`config.mk`:
```
export PLATFORM = sky130hd
export DESIGN_NAME = alu_ctrl
export DESIGN_NICKNAME = d
export VERILOG_FILES = /design/src/rtl/alu_ctrl.sv
export SDC_FILE = /design/constraint.sdc
export NUM_CORES = 1
export LEC_CHECK = 0
export CAP_MARGIN = 40
export CORE_MARGIN = 2
export CORE_UTILIZATION = 32
export DETAILED_ROUTE_END_ITERATION = 10
export PLACE_DENSITY_LB_ADDON = 0.2
export SYNTH_ARGS = -nofsm -noshare
export SYNTH_HDL_FRONTEND = slang
export SYNTH_SLANG_ARGS = --single-unit
```
`constraint.sdc`:
```
create_clock -name clk -period 2.3 [get_ports clk]
set_input_delay 0.46 -clock clk [delete_from_list [all_inputs] [get_ports clk]]
set_output_delay 0.46 -clock clk [all_outputs]
set_load 0.05 [all_outputs]
```
`src/rtl/alu_ctrl.sv`:
```
// Multi-cycle 8/16-bit command ALU sequencer. One shared 8-bit ALU is stepped
// through the low byte, the high byte and an optional carry-increment of the high byte.

module alu8 (
   input  logic [7:0] A,
   input  logic [7:0] B,
   input  logic [2:0] ALU_Sel,
   output logic [7:0] ALU_Out,
   output logic       CarryOut
);
   logic [8:0] wide_res;

   // For SUB, CarryOut is the borrow out of bit 7
   always_comb begin
      wide_res = 9'h000;
      ALU_Out  = 8'h00;
      CarryOut = 1'b0;
      case (ALU_Sel)
         3'b000: begin
            wide_res = {1'b0, A} + {1'b0, B};
            ALU_Out  = wide_res[7:0];
            CarryOut = wide_res[8];
         end
         3'b001: begin
            wide_res = {1'b0, A} - {1'b0, B};
            ALU_Out  = wide_res[7:0];
            CarryOut = wide_res[8];
         end
         3'b010:  ALU_Out = A & B;
         3'b011:  ALU_Out = A | B;
         3'b100:  ALU_Out = A ^ B;
         default: ALU_Out = 8'h00;
      endcase
   end
endmodule

module alu_ctrl (
   input  logic        clk,
   input  logic        rst_n,
   input  logic        cmd_valid,
   output logic        cmd_ready,
   input  logic [2:0]  cmd_op,
   input  logic        cmd_wide,
   input  logic [15:0] cmd_a,
   input  logic [15:0] cmd_b,
   output logic        rsp_valid,
   input  logic        rsp_ready,
   output logic [15:0] rsp_data,
   output logic        rsp_carry,
   output logic        rsp_err
);
   localparam int unsigned BYTE_W = 8;
   localparam int unsigned WORD_W = 16;
   localparam int unsigned OP_W   = 3;

   localparam logic [OP_W-1:0] OP_ADD = 3'b000;
   localparam logic [OP_W-1:0] OP_SUB = 3'b001;
   localparam logic [OP_W-1:0] OP_XOR = 3'b100;

   typedef enum logic [2:0] {
      IDLE = 3'd0,
      LO   = 3'd1,
      HI   = 3'd2,
      INC  = 3'd3,
      DONE = 3'd4
   } state_t;

   state_t              state_q;
   logic [OP_W-1:0]     op_q;
   logic                wide_q;
   logic [BYTE_W-1:0]   a_hi_q;
   logic [BYTE_W-1:0]   b_hi_q;
   logic                c_lo_q;
   logic [BYTE_W-1:0]   alu_a_q;
   logic [BYTE_W-1:0]   alu_b_q;
   logic [OP_W-1:0]     alu_sel_q;
   logic                cmd_ready_q;
   logic                rsp_valid_q;
   logic [WORD_W-1:0]   rsp_data_q;
   logic                rsp_carry_q;
   logic                rsp_err_q;

   logic [BYTE_W-1:0]   alu_out;
   logic                alu_carry;
   logic                cmd_illegal_c;
   logic                op_arith_c;

   alu8 u_alu (
      .A        (alu_a_q),
      .B        (alu_b_q),
      .ALU_Sel  (alu_sel_q),
      .ALU_Out  (alu_out),
      .CarryOut (alu_carry)
   );

   // The single ALU has no carry-in, so wide SUB cannot be chained and is rejected
   assign cmd_illegal_c = (cmd_op > OP_XOR) || (cmd_wide && (cmd_op == OP_SUB));
   assign op_arith_c    = (op_q == OP_ADD) || (op_q == OP_SUB);

   always_ff @(posedge clk) begin
      if (!rst_n) begin
         state_q     <= IDLE;
         op_q        <= '0;
         wide_q      <= 1'b0;
         a_hi_q      <= '0;
         b_hi_q      <= '0;
         c_lo_q      <= 1'b0;
         alu_a_q     <= '0;
         alu_b_q     <= '0;
         alu_sel_q   <= '0;
         cmd_ready_q <= 1'b1;
         rsp_valid_q <= 1'b0;
         rsp_data_q  <= '0;
         rsp_carry_q <= 1'b0;
         rsp_err_q   <= 1'b0;
      end else begin
         case (state_q)
            IDLE: begin
               if (cmd_valid) begin
                  op_q        <= cmd_op;
                  wide_q      <= cmd_wide;
                  a_hi_q      <= cmd_a[15:8];
                  b_hi_q      <= cmd_b[15:8];
                  c_lo_q      <= 1'b0;
                  cmd_ready_q <= 1'b0;
                  if (cmd_illegal_c) begin
                     state_q     <= DONE;
                     rsp_valid_q <= 1'b1;
                     rsp_err_q   <= 1'b1;
                     rsp_data_q  <= '0;
                     rsp_carry_q <= 1'b0;
                  end else begin
                     // ALU operands are registered, so the low bytes load on accept
                     state_q   <= LO;
                     alu_a_q   <= cmd_a[7:0];
                     alu_b_q   <= cmd_b[7:0];
                     alu_sel_q <= cmd_op;
                  end
               end
            end
            LO: begin
               rsp_data_q <= {8'h00, alu_out};
               c_lo_q     <= alu_carry;
               if (wide_q) begin
                  state_q <= HI;
                  alu_a_q <= a_hi_q;
                  alu_b_q <= b_hi_q;
               end else begin
                  state_q     <= DONE;
                  rsp_carry_q <= op_arith_c & alu_carry;
                  rsp_valid_q <= 1'b1;
                  alu_a_q     <= '0;
                  alu_b_q     <= '0;
                  alu_sel_q   <= '0;
               end
            end
            HI: begin
               rsp_data_q[15:8] <= alu_out;
               rsp_carry_q      <= (op_q == OP_ADD) & alu_carry;
               if ((op_q == OP_ADD) && c_lo_q) begin
                  // Propagate the low-byte carry by incrementing the high byte
                  state_q   <= INC;
                  alu_a_q   <= alu_out;
                  alu_b_q   <= 8'h01;
                  alu_sel_q <= OP_ADD;
               end else begin
                  state_q     <= DONE;
                  rsp_valid_q <= 1'b1;
                  alu_a_q     <= '0;
                  alu_b_q     <= '0;
                  alu_sel_q   <= '0;
               end
            end
            INC: begin
               rsp_data_q[15:8] <= alu_out;
               rsp_carry_q      <= rsp_carry_q | alu_carry;
               state_q          <= DONE;
               rsp_valid_q      <= 1'b1;
               alu_a_q          <= '0;
               alu_b_q          <= '0;
               alu_sel_q        <= '0;
            end
            DONE: begin
               if (rsp_ready) begin
                  state_q     <= IDLE;
                  cmd_ready_q <= 1'b1;
                  rsp_valid_q <= 1'b0;
                  rsp_data_q  <= '0;
                  rsp_carry_q <= 1'b0;
                  rsp_err_q   <= 1'b0;
               end
            end
            default: begin
               state_q     <= IDLE;
               cmd_ready_q <= 1'b1;
            end
         endcase
      end
   end

   assign cmd_ready = cmd_ready_q;
   assign rsp_valid = rsp_valid_q;
   assign rsp_data  = rsp_data_q;
   assign rsp_carry = rsp_carry_q;
   assign rsp_err   = rsp_err_q;

endmodule

```
==> impl_metrics.json <==
{
  "cp.arrival_ps": 2420,
  "final_area_mm2": 0.005351,
  "nFillCells": 1182,
  "cts_tree": "done",
  "crit-reg2reg-capture": "alu_a_q[4]",
  "skew_ps": 3.740,
  "globalplace.congestion": 0.9013,
  "antenna_found_initial": 0,
  "tns_ps": 0,
  "yosys-top-cells-area": "dfxtp_1 32%, ha_1 7.7%, a21oi_1 7.6%, nand2_1 7.3%, o21ai_0 5.2%",
  "h-tree-depth": 3,
  "end_kind": "flop",
  "ff2ff_path_depth": 11,
  "hp-class": "reg -> reg",
  "ys_cells": 499,
  "die_w_um": 114.2,
  "sh_seq_area_pct": 23.61,
  "nonClockBufferCount": 120,
  "largestClassByArea": "combinational gates",
  "fin_util_pct": 44.93,
  "yosysWarnings": 0,
  "routed_wl_um": 12310,
  "ys_area_mm2": 0.003885,
  "drive_gt1_share_pct": 19.80,
  "clockBufferDepth": 2,
  "yosysTopAreaCellShare_pct": 32.46,
  "syn_area_mm2": 0.003885,
  "dpl.hpwl_um": 9321,
  "fp.dieH_um": 114.2,
  "numClockSinks": 63,
  "inv_count": 31,
  "switchingPower_w": 0.001321,
  "synthDistinctLibCells": 72,
  "reg2reg_from": "alu_b_q[0]",
  "pwr-share-clk_pct": 30.7,
  "grt_pass1_wl_um": 20020,
  "setup_viol": 0,
  "buf_share_pct": 20.06,
  "viasPerCell": 5.333,
  "critPathKind": "reg -> reg",
  "synthesis.instances": 499,
  "min_period_ps": 2215,
  "pg_comb_w": 0.00142,
  "logic_area_mm2": 0.002455,
  "power_top_consumer": "combinational cells",
  "critPathLaunchType": "flop",
  "ys_sh_simple_pct": 19.65,
  "tap_cells": 147,
  "fp_util_pct": 32.62,
  "cp_max_fo": 4,
  "vias": 3989,
  "most_common_cell": "nand2_1",
  "drc": 0,
  "outcome": "finished, final reports clean",
  "num-nets-final": 662,
  "drtAntennaViolNets": 0,
  "startpoint": "alu_b_q[0]",
  "finalClockPeriodUsage_pct": 96.29,
  "p_seq_w": 0.00127,
  "switching_share_pct": 34.12,
  "synth_nets": 565,
  "core_area_mm2": 0.01191,
  "ys_sh_aoi_pct": 29.05,
  "grt_max_degree": 30,
  "cap_violations": 0,
  "vdd_drop_max_uv": 383.4,
  "largest_register_ffs": 16,
  "grt_pass1_vias": 3883,
  "rows": 40,
  "num-multi-input-gates": 371,
  "critical_path_required_ps": 2510
}
## routing by layer
| layer | vias to the layer above | global-route usage [%] | wire [µm] |
|---|---|---|---|
| met3 | 16 | 2.859 | 586 |
| met4 | 0 | 7.398 | 198 |
| met2 | 119 | 30.56 | 5684 |
| li1 | 1978 | - | - |
| met1 | 1876 | 26.55 | 5841 |
| met5 | - | 0 | 0 |
## critical path, delay by kind of cell, from the launching register on
| kind | cells | cell delay, ps |
|---|---|---|
| AOI/OAI and AO/OA | 5 | 630 |
| adders and majority gates | 2 | 510 |
| buffers and inverters | 3 | 330 |
| DFF | 1 | 350 |
| and+or+nand+nor | 1 | 250 |
## worst min-delay path by stage
stage               cells after the start  slack [ps]    endpoint       from
floorplan                               2         430  alu_b_q[2]  b_hi_q[2]
global placement                        2         440  alu_b_q[7]  b_hi_q[7]
detailed placement                      2         450   a_hi_q[3]  a_hi_q[3]
CTS                                     2         450   a_hi_q[3]  a_hi_q[3]
global route                            2         480   b_hi_q[4]  b_hi_q[4]
finish                                  2         450   a_hi_q[3]  a_hi_q[3]
## through the flow
| step | total power, W | setup WS (ps) | hold WS, ps | std cells |
|---|---|---|---|---|
| final | 0.003872 | 85.43 | 453.8 | 748 |
| after global routing | 0.004089 | -26.00 | 481.1 | 748 |
| after CTS | 0.003790 | -0.5707 | 454.5 | 748 |
| after detailed placement | 0.002581 | -45.00 | 447.2 | 731 |
| after global placement | 0.002579 | -29.48 | 443.4 | 731 |
| after floorplan | 0.002043 | 145.0 | 430.3 | 499 |
## repair_timing
| action | 4_1_cts | 5_1_grt |
|---|---|---|
| buffers inserted | 1 | 0 |
| endpoints found under the setup margin | 3 | 18 |
| hold buffers | 0 | 0 |
| resized | 6 | 29 |
| hold endpoints to repair | 0 | 0 |
| pin swaps | 2 | 12 |
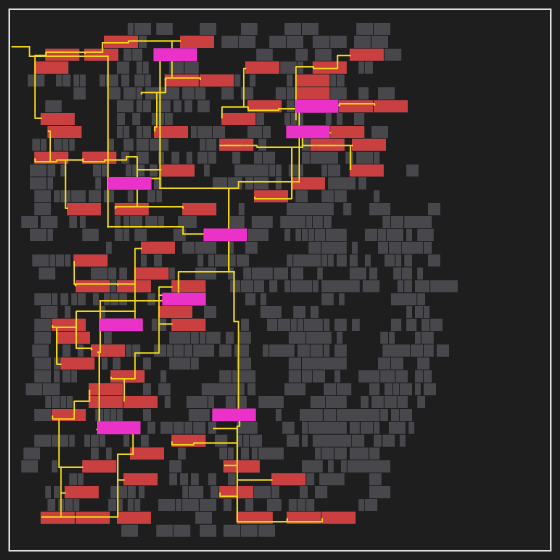
clock_map.png
[red] flip-flops | count: 63
[yellow] clock wires | length: 854 µm
[magenta] cells driving clock nets | count: 9
routed clock nets: 10

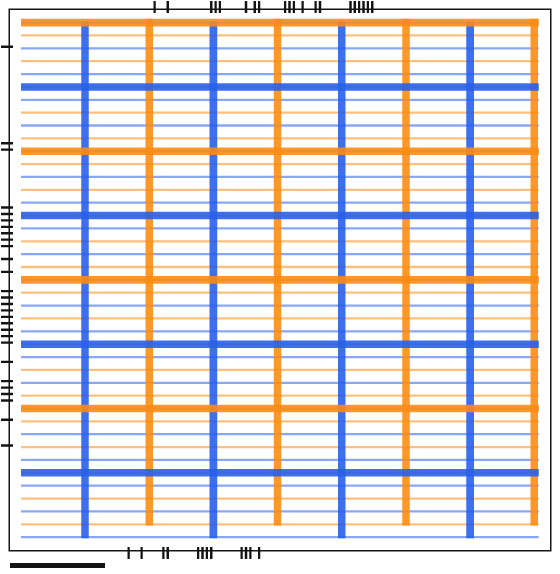
pdn.png
The bar under the picture is 20 µm long. Pins as bars on the die edge.
[blue] VSS
[orange] VDD
met1 rails: 41
signal pins: 60
met5 straps: 8
rows: 40

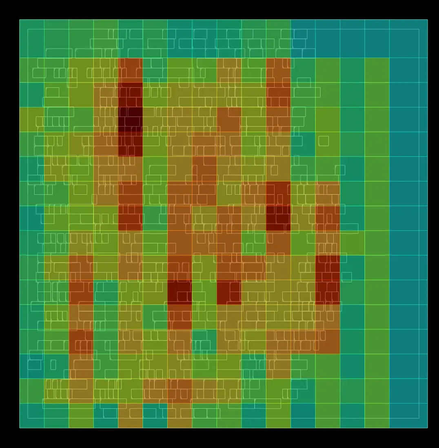
final_congestion.png
Avg WL per Cell: 16.46 µm
total global-route track usage: 19.30%
met2 Usage GRT: 30.56%

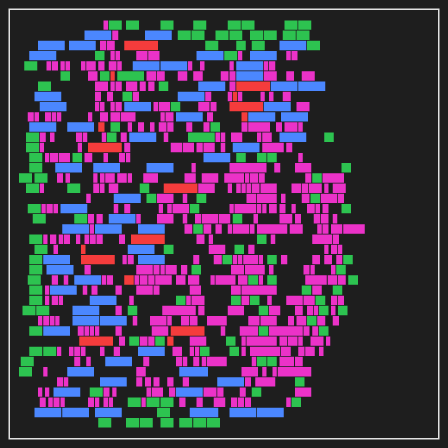
cell_classes.png
[magenta] all other logic | cells: 402
[green] other buffers and delay cells | cells: 120
[blue] flops | cells: 63
[red] clock drivers and dummy loads | cells: 16

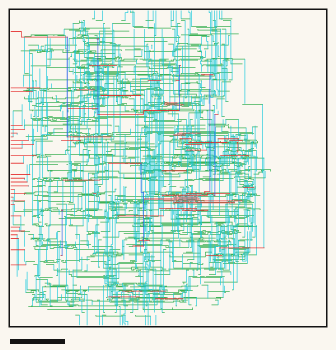
metal_stack.png
The bar under the picture is 20 µm long.
[cyan] met2 | wire length: 5680 µm
[red] met3 | wire length: 586 µm
[blue] met4 | wire length: 198 µm
[green] met1 | wire length: 5840 µm

Power figures rest on the tool's default switching activity, not on a simulated workload.
